**config.mk**
```make
export PLATFORM = sky130hd
export DESIGN_NAME = instr_prefetch_unit
export DESIGN_NICKNAME = d
export VERILOG_FILES = /design/src/rtl/instr_prefetch_unit_pkg.sv /design/src/rtl/instr_prefetch_unit_checker.sv /design/src/rtl/instr_prefetch_unit_fetch_credit_counter.sv /design/src/rtl/instr_prefetch_unit.sv
export SDC_FILE = /design/constraint.sdc
export NUM_CORES = 1
export LEC_CHECK = 0
export CAP_MARGIN = 0
export CELL_PAD_IN_SITES_DETAIL_PLACEMENT = 0
export CELL_PAD_IN_SITES_GLOBAL_PLACEMENT = 1
export CORE_ASPECT_RATIO = 0.7
export CORE_MARGIN = 4
export CORE_UTILIZATION = 30
export CTS_CLUSTER_SIZE = 28
export DETAILED_ROUTE_END_ITERATION = 6
export PLACE_DENSITY_LB_ADDON = 0.15
export SLEW_MARGIN = 15
export SYNTH_ARGS = -nofsm -noshare
export SYNTH_HDL_FRONTEND = slang
export SYNTH_SLANG_ARGS = --single-unit
```
**constraint.sdc**
```tcl
create_clock -name Clk -period 1.4 [get_ports Clk]
set_input_delay 0.28 -clock Clk [delete_from_list [all_inputs] [get_ports Clk]]
set_output_delay 0.28 -clock Clk [all_outputs]
set_load 0.02 [all_outputs]
```
**src/rtl/instr_prefetch_unit_pkg.sv**
```systemverilog
// -----------------------------------------------------------------------------
// panzer16_pkg
// Shared types and constants for the panzer16 instruction front end.
//   DATA_W        instruction word width
//   ADDR_W        instruction memory word-address width
//   RESET_VECTOR  first fetch address after reset
//   fetch_state_e prefetch sequencer states
// -----------------------------------------------------------------------------
package panzer16_pkg;

  localparam int DATA_W = 16;
  localparam int ADDR_W = 16;

  localparam logic [ADDR_W-1:0] RESET_VECTOR = 16'h0000;

  typedef enum logic [0:0] {
    ST_IDLE = 1'b0,
    ST_RUN  = 1'b1
  } fetch_state_e;

endpackage

```
**src/rtl/instr_prefetch_unit_checker.sv**
```systemverilog
// -----------------------------------------------------------------------------
// instr_prefetch_unit_checker
// Simulation-only invariants of the prefetch unit.
// Ports:
//   Clk, Rst       clock, asynchronous active-low reset
//   Fifo_Enqueue   enqueue strobe towards the FIFO
//   Fifo_Full      FIFO full flag
//   Credits        current FIFO credit count
//   Outstanding    current reads in flight
// -----------------------------------------------------------------------------
module instr_prefetch_unit_checker #(
  parameter int DEPTH           = 4,
  parameter int MAX_OUTSTANDING = 2,
  parameter int CRED_W          = 3,
  parameter int OUTS_W          = 2
) (
  input logic              Clk,
  input logic              Rst,
  input logic              Fifo_Enqueue,
  input logic              Fifo_Full,
  input logic [CRED_W-1:0] Credits,
  input logic [OUTS_W-1:0] Outstanding
);

  // Credit accounting must make a push into a full FIFO impossible
  a_no_enq_when_full: assert property (@(posedge Clk) disable iff (!Rst)
    !(Fifo_Enqueue && Fifo_Full))
    else $error("prefetch: enqueue while FIFO full");

  // Credits never exceed the FIFO depth
  a_credit_range: assert property (@(posedge Clk) disable iff (!Rst)
    Credits <= CRED_W'(DEPTH))
    else $error("prefetch: credit count above depth");

  // In-flight reads never exceed the configured cap
  a_outs_range: assert property (@(posedge Clk) disable iff (!Rst)
    Outstanding <= OUTS_W'(MAX_OUTSTANDING))
    else $error("prefetch: too many reads in flight");

endmodule

```
**src/rtl/instr_prefetch_unit_fetch_credit_counter.sv**
```systemverilog
// -----------------------------------------------------------------------------
// fetch_credit_counter
// Up/down counter with synchronous load, used for FIFO credits and for reads
// in flight. Load has priority; simultaneous Inc and Dec leave it unchanged.
// Ports:
//   Clk, Rst      clock, asynchronous active-low reset
//   Load          replace count with Load_Value
//   Load_Value    value loaded when Load=1
//   Inc, Dec      +1 / -1 requests
//   Count         registered count
//   Count_Next    value Count takes at the next edge (for registered lookahead)
// -----------------------------------------------------------------------------
module fetch_credit_counter #(
  parameter int               WIDTH     = 3,
  parameter logic [WIDTH-1:0] RESET_VAL = {WIDTH{1'b0}}
) (
  input  logic             Clk,
  input  logic             Rst,
  input  logic             Load,
  input  logic [WIDTH-1:0] Load_Value,
  input  logic             Inc,
  input  logic             Dec,
  output logic [WIDTH-1:0] Count,
  output logic [WIDTH-1:0] Count_Next
);

  localparam logic [WIDTH-1:0] ONE = {{(WIDTH-1){1'b0}}, 1'b1};

  logic [WIDTH-1:0] count_r;
  logic [WIDTH-1:0] count_next_s;

  // Next-count selection: load first, then net increment/decrement
  always_comb begin
    count_next_s = count_r;
    if (Load) begin
      count_next_s = Load_Value;
    end else if (Inc && !Dec) begin
      count_next_s = count_r + ONE;
    end else if (Dec && !Inc) begin
      count_next_s = count_r - ONE;
    end else begin
      count_next_s = count_r;
    end
  end

  // Count register
  always_ff @(posedge Clk or negedge Rst) begin
    if (!Rst) begin
      count_r <= RESET_VAL;
    end else begin
      count_r <= count_next_s;
    end
  end

  assign Count      = count_r;
  assign Count_Next = count_next_s;

endmodule

```
**src/rtl/instr_prefetch_unit.sv**
```systemverilog
// -----------------------------------------------------------------------------
// instr_prefetch_unit
// Feeds the 4-slot instruction FIFO: issues sequential word reads, enqueues the
// returned words in order and keeps a credit count so the FIFO never overfills.
// A redirect flushes the FIFO, discards reads still in flight and refetches.
// Ports:
//   Clk             clock (rising edge)
//   Rst             asynchronous active-low reset
//   Fetch_En        allow new reads
//   Redirect        1-cycle branch-taken pulse
//   Redirect_Addr   restart address
//   Mem_Req/Addr    registered read request / word address
//   Mem_Gnt         memory accepts the pending request
//   Mem_Rvalid/Rdata in-order read return
//   Fifo_DataIn     registered word to FIFO
//   Fifo_Enqueue    registered enqueue strobe
//   Fifo_Dequeue    consumer dequeue (returns a credit)
//   Fifo_Full       FIFO full (monitored only)
//   Fifo_Flush      registered 1-cycle flush pulse
// -----------------------------------------------------------------------------
module instr_prefetch_unit
  import panzer16_pkg::*;
#(
  parameter int                DEPTH           = 4,
  parameter int                MAX_OUTSTANDING = 2,
  parameter logic [ADDR_W-1:0] RESET_VECTOR    = panzer16_pkg::RESET_VECTOR
) (
  input  logic              Clk,
  input  logic              Rst,
  input  logic              Fetch_En,
  input  logic              Redirect,
  input  logic [ADDR_W-1:0] Redirect_Addr,
  output logic              Mem_Req,
  output logic [ADDR_W-1:0] Mem_Addr,
  input  logic              Mem_Gnt,
  input  logic              Mem_Rvalid,
  input  logic [DATA_W-1:0] Mem_Rdata,
  output logic [DATA_W-1:0] Fifo_DataIn,
  output logic              Fifo_Enqueue,
  input  logic              Fifo_Dequeue,
  input  logic              Fifo_Full,
  output logic              Fifo_Flush
);

  localparam int CRED_W = $clog2(DEPTH + 1);
  localparam int OUTS_W = $clog2(MAX_OUTSTANDING + 1);

  localparam logic [ADDR_W-1:0] PC_ONE   = {{(ADDR_W-1){1'b0}}, 1'b1};
  localparam logic [OUTS_W-1:0] OUTS_ONE = {{(OUTS_W-1){1'b0}}, 1'b1};
  localparam logic [OUTS_W-1:0] OUTS_MAX = OUTS_W'(MAX_OUTSTANDING);
  localparam logic [CRED_W-1:0] CRED_MAX = CRED_W'(DEPTH);

  fetch_state_e      state_r;
  fetch_state_e      state_next_s;
  logic [ADDR_W-1:0] pc_r;
  logic [ADDR_W-1:0] pc_next_s;
  logic [ADDR_W-1:0] mem_addr_r;
  logic              mem_req_r;
  logic              req_next_s;
  logic              issue_s;
  logic              keep_s;
  logic              fifo_enq_r;
  logic              fifo_flush_r;
  logic [DATA_W-1:0] fifo_data_r;
  logic [CRED_W-1:0] credits_s;
  logic [CRED_W-1:0] credits_next_s;
  logic [OUTS_W-1:0] outs_s;
  logic [OUTS_W-1:0] outs_next_s;
  logic [OUTS_W-1:0] discard_r;
  logic [OUTS_W-1:0] discard_next_s;

  assign issue_s = mem_req_r & Mem_Gnt;
  // A return is kept only when no redirect drops it and nothing is owed to discard
  assign keep_s  = Mem_Rvalid & ~Redirect & (discard_r == {OUTS_W{1'b0}});

  // FIFO slots still free, counting words already requested; redirect refills
  fetch_credit_counter #(
    .WIDTH     (CRED_W),
    .RESET_VAL (CRED_MAX)
  ) u_credits (
    .Clk        (Clk),
    .Rst        (Rst),
    .Load       (Redirect),
    .Load_Value (CRED_MAX),
    .Inc        (Fifo_Dequeue),
    .Dec        (issue_s),
    .Count      (credits_s),
    .Count_Next (credits_next_s)
  );

  // Reads granted but not yet returned, including ones that will be discarded
  fetch_credit_counter #(
    .WIDTH     (OUTS_W),
    .RESET_VAL ({OUTS_W{1'b0}})
  ) u_outstanding (
    .Clk        (Clk),
    .Rst        (Rst),
    .Load       (1'b0),
    .Load_Value ({OUTS_W{1'b0}}),
    .Inc        (issue_s),
    .Dec        (Mem_Rvalid),
    .Count      (outs_s),
    .Count_Next (outs_next_s)
  );

  // Sequencer: stay in RUN while an ungranted request is held, even if fetching stops
  always_comb begin
    state_next_s = state_r;
    if (Fetch_En) begin
      state_next_s = ST_RUN;
    end else if (mem_req_r && !Mem_Gnt && !Redirect) begin
      state_next_s = ST_RUN;
    end else begin
      state_next_s = ST_IDLE;
    end
  end

  // Next pc, discard count and request, evaluated on post-edge counter values
  always_comb begin
    pc_next_s      = pc_r;
    discard_next_s = discard_r;
    req_next_s     = 1'b0;
    if (Redirect) begin
      pc_next_s      = Redirect_Addr;
      // everything still in flight after this edge belongs to the old path
      discard_next_s = outs_next_s;
      req_next_s     = 1'b0;
    end else begin
      if (issue_s) begin
        pc_next_s = pc_r + PC_ONE;
      end else begin
        pc_next_s = pc_r;
      end
      if (Mem_Rvalid && (discard_r != {OUTS_W{1'b0}})) begin
        discard_next_s = discard_r - OUTS_ONE;
      end else begin
        discard_next_s = discard_r;
      end
      req_next_s = (state_next_s == ST_RUN) &&
                   (credits_next_s != {CRED_W{1'b0}}) &&
                   (outs_next_s < OUTS_MAX);
    end
  end

  // State and registered outputs
  always_ff @(posedge Clk or negedge Rst) begin
    if (!Rst) begin
      state_r      <= ST_IDLE;
      pc_r         <= RESET_VECTOR;
      mem_req_r    <= 1'b0;
      mem_addr_r   <= RESET_VECTOR;
      discard_r    <= {OUTS_W{1'b0}};
      fifo_enq_r   <= 1'b0;
      fifo_data_r  <= {DATA_W{1'b0}};
      fifo_flush_r <= 1'b0;
    end else begin
      state_r      <= state_next_s;
      pc_r         <= pc_next_s;
      mem_req_r    <= req_next_s;
      // address tracks pc, so it stays stable while a request waits for grant
      mem_addr_r   <= pc_next_s;
      discard_r    <= discard_next_s;
      fifo_enq_r   <= keep_s;
      fifo_flush_r <= Redirect;
      if (keep_s) begin
        fifo_data_r <= Mem_Rdata;
      end else begin
        fifo_data_r <= fifo_data_r;
      end
    end
  end

  assign Mem_Req      = mem_req_r;
  assign Mem_Addr     = mem_addr_r;
  assign Fifo_Enqueue = fifo_enq_r;
  assign Fifo_DataIn  = fifo_data_r;
  assign Fifo_Flush   = fifo_flush_r;

  instr_prefetch_unit_checker #(
    .DEPTH           (DEPTH),
    .MAX_OUTSTANDING (MAX_OUTSTANDING),
    .CRED_W          (CRED_W),
    .OUTS_W          (OUTS_W)
  ) u_checker (
    .Clk          (Clk),
    .Rst          (Rst),
    .Fifo_Enqueue (fifo_enq_r),
    .Fifo_Full    (Fifo_Full),
    .Credits      (credits_s),
    .Outstanding  (outs_s)
  );

endmodule

```
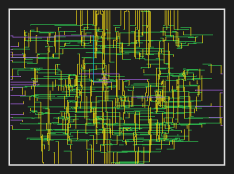
Figure 1: run 1, wiring by layer.
Drawn at 2 px/um.
legend:
  met3:
    colour: purple
    wire_length: 236 um
  met2:
    colour: yellow
    wire_length: 2440 um
  met4:
    colour: cyan
    wire_length: 23.1 um
  met1:
    colour: green
    wire_length: 2880 um

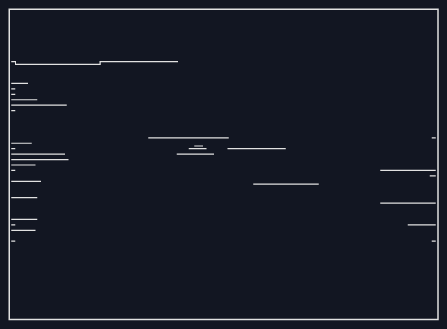
Figure 2: run 1, metal 3.
Drawn at 4 px/um.
share of all routed wire: 4.2%
wire length on this layer: 236 um

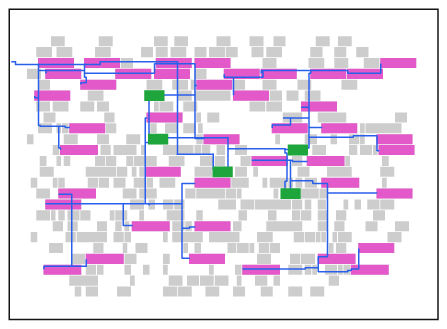
Figure 3: run 1, routed clock nets over the placement.
Drawn at 4 px/um.
legend:
  cells driving clock nets:
    colour: green
    count: 5
  clock wires:
    colour: blue
    length: 603 um
  flip-flops:
    colour: magenta
    count: 42
flops lie: spread over the die
routed clock nets: 6

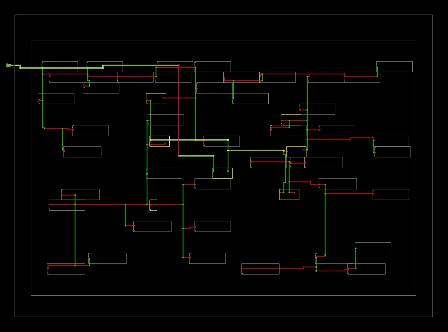
Figure 4: run 1, clock nets.
Clock Latency Late Sink: 290 ps
CTS Buf Count: 5

==> impl_metrics.csv, run 1 <==
group,metric,value,unit
sta,final.setup.worst_slack,-20.20,ps
synthesis,xor_share,8.542,%
synthesis,ys_sh_aoi,7.016,%
sta,clock.fmax,0.7041,GHz
placement,dp.cells,380,
route,ant_nets,0,
worst_setup_path,cp_num_buf_inv,1,
clock_tree,cts_buffer_depth,2,
run_status,outcome,"finished with violations",
run_status,violations,"negative setup slack",
power,powerDensity,1366,nW/um^2
sta,final-setup-viol-count,2,
cells_and_area,seq_area,1064,sq um
cells_and_area,logic_area,1064,sq um
power,p_clk,834,uW
clock_tree,cts_tree,"yes",
clock_tree,clk_pin_slew,90,ps
route,first_pass_iters,4,
synthesis,ys_ff,42,
route,vias,1730,
==> run 1 -> run 2 <==
--- a/config.mk
+++ b/config.mk
@@ -5,7 +5,6 @@
 export SDC_FILE = /design/constraint.sdc
 export NUM_CORES = 1
 export LEC_CHECK = 0
-export CAP_MARGIN = 0
 export CELL_PAD_IN_SITES_DETAIL_PLACEMENT = 0
 export CELL_PAD_IN_SITES_GLOBAL_PLACEMENT = 1
 export CORE_ASPECT_RATIO = 0.7
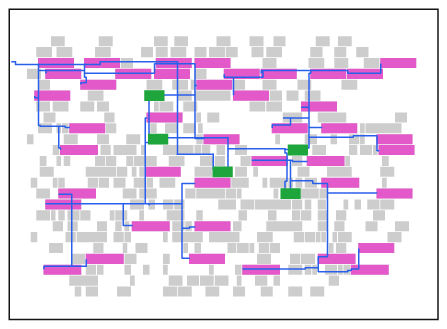
Figure 5: run 2, routed clock nets over the placement.
Drawn at 4 px/um.
legend:
  clock wires:
    colour: blue
    length: 603 um
  cells driving clock nets:
    colour: green
    count: 5
  flip-flops:
    colour: magenta
    count: 42
routed clock nets: 6

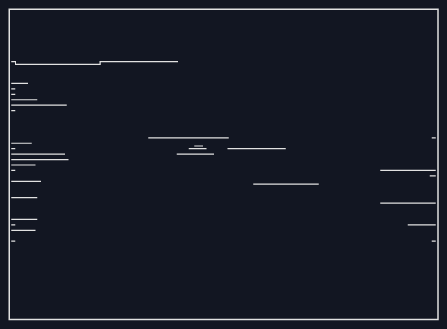
Figure 6: run 2, metal 3.
Drawn at 4 px/um.
main direction: horizontal
share of all routed wire: 4.2%
longest straight run: 21.2 um

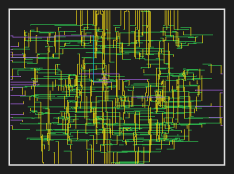
Figure 7: run 2, wiring by layer.
Drawn at 2 px/um.
legend:
  met3:
    colour: purple
    wire_length: 236 um
  met2:
    colour: yellow
    wire_length: 2440 um
  met1:
    colour: green
    wire_length: 2880 um
  met4:
    colour: cyan
    wire_length: 23.1 um

==> run 2 against run 1 <==
  * Register-to-register slack is essentially flat
  * Largest cell class unchanged
  * Hold slack is the same
  * First-iteration DRC count is the same
  * Sequential power is essentially flat
  * Maximum frequency is the same
  * The flow still finishes with violations (negative setup slack)
  * Power is the same
  * Non-clock buffer count is the same
==> impl_metrics.csv, run 2 <==
group,metric,value,unit
sta,clock.fmax,0.7041,GHz
synthesis,ys_sh_aoi,7.016,%
clock_tree,clk_pin_slew,90,ps
power,powerDensity,1366,nW/um^2
route,vias,1730,
global_route,grt_usage,13.83,%
cells_and_area,logic_area,1064,sq um
clock_tree,cts_buffer_depth,2,
sta,final.setup.worst_slack,-20.20,ps
route,ant_nets,0,
die,num_tap_cells,91,
power,power.group.top,"combinational cells",
cells_and_area,seq_area,1064,sq um
route,first_pass_iters,4,
synthesis,xor_share,8.542,%
worst_setup_path,reg2reg_from,"Mem_Addr[0]",
run_status,violations,"negative setup slack",
clock_tree,cts_tree,"yes",
sta,final-setup-viol-count,2,
worst_setup_path,cp_num_buf_inv,1,
power,p_clk,834,uW
clock_tree,numCtsBuffers,5,
run_status,outcome,"finished with violations",
synthesis,yosys-stat-area,2051,sq um
clock_tree,clock.latency.late_pin,290,ps
synthesis,ys_ff,42,
Power and IR drop assume default switching activity.
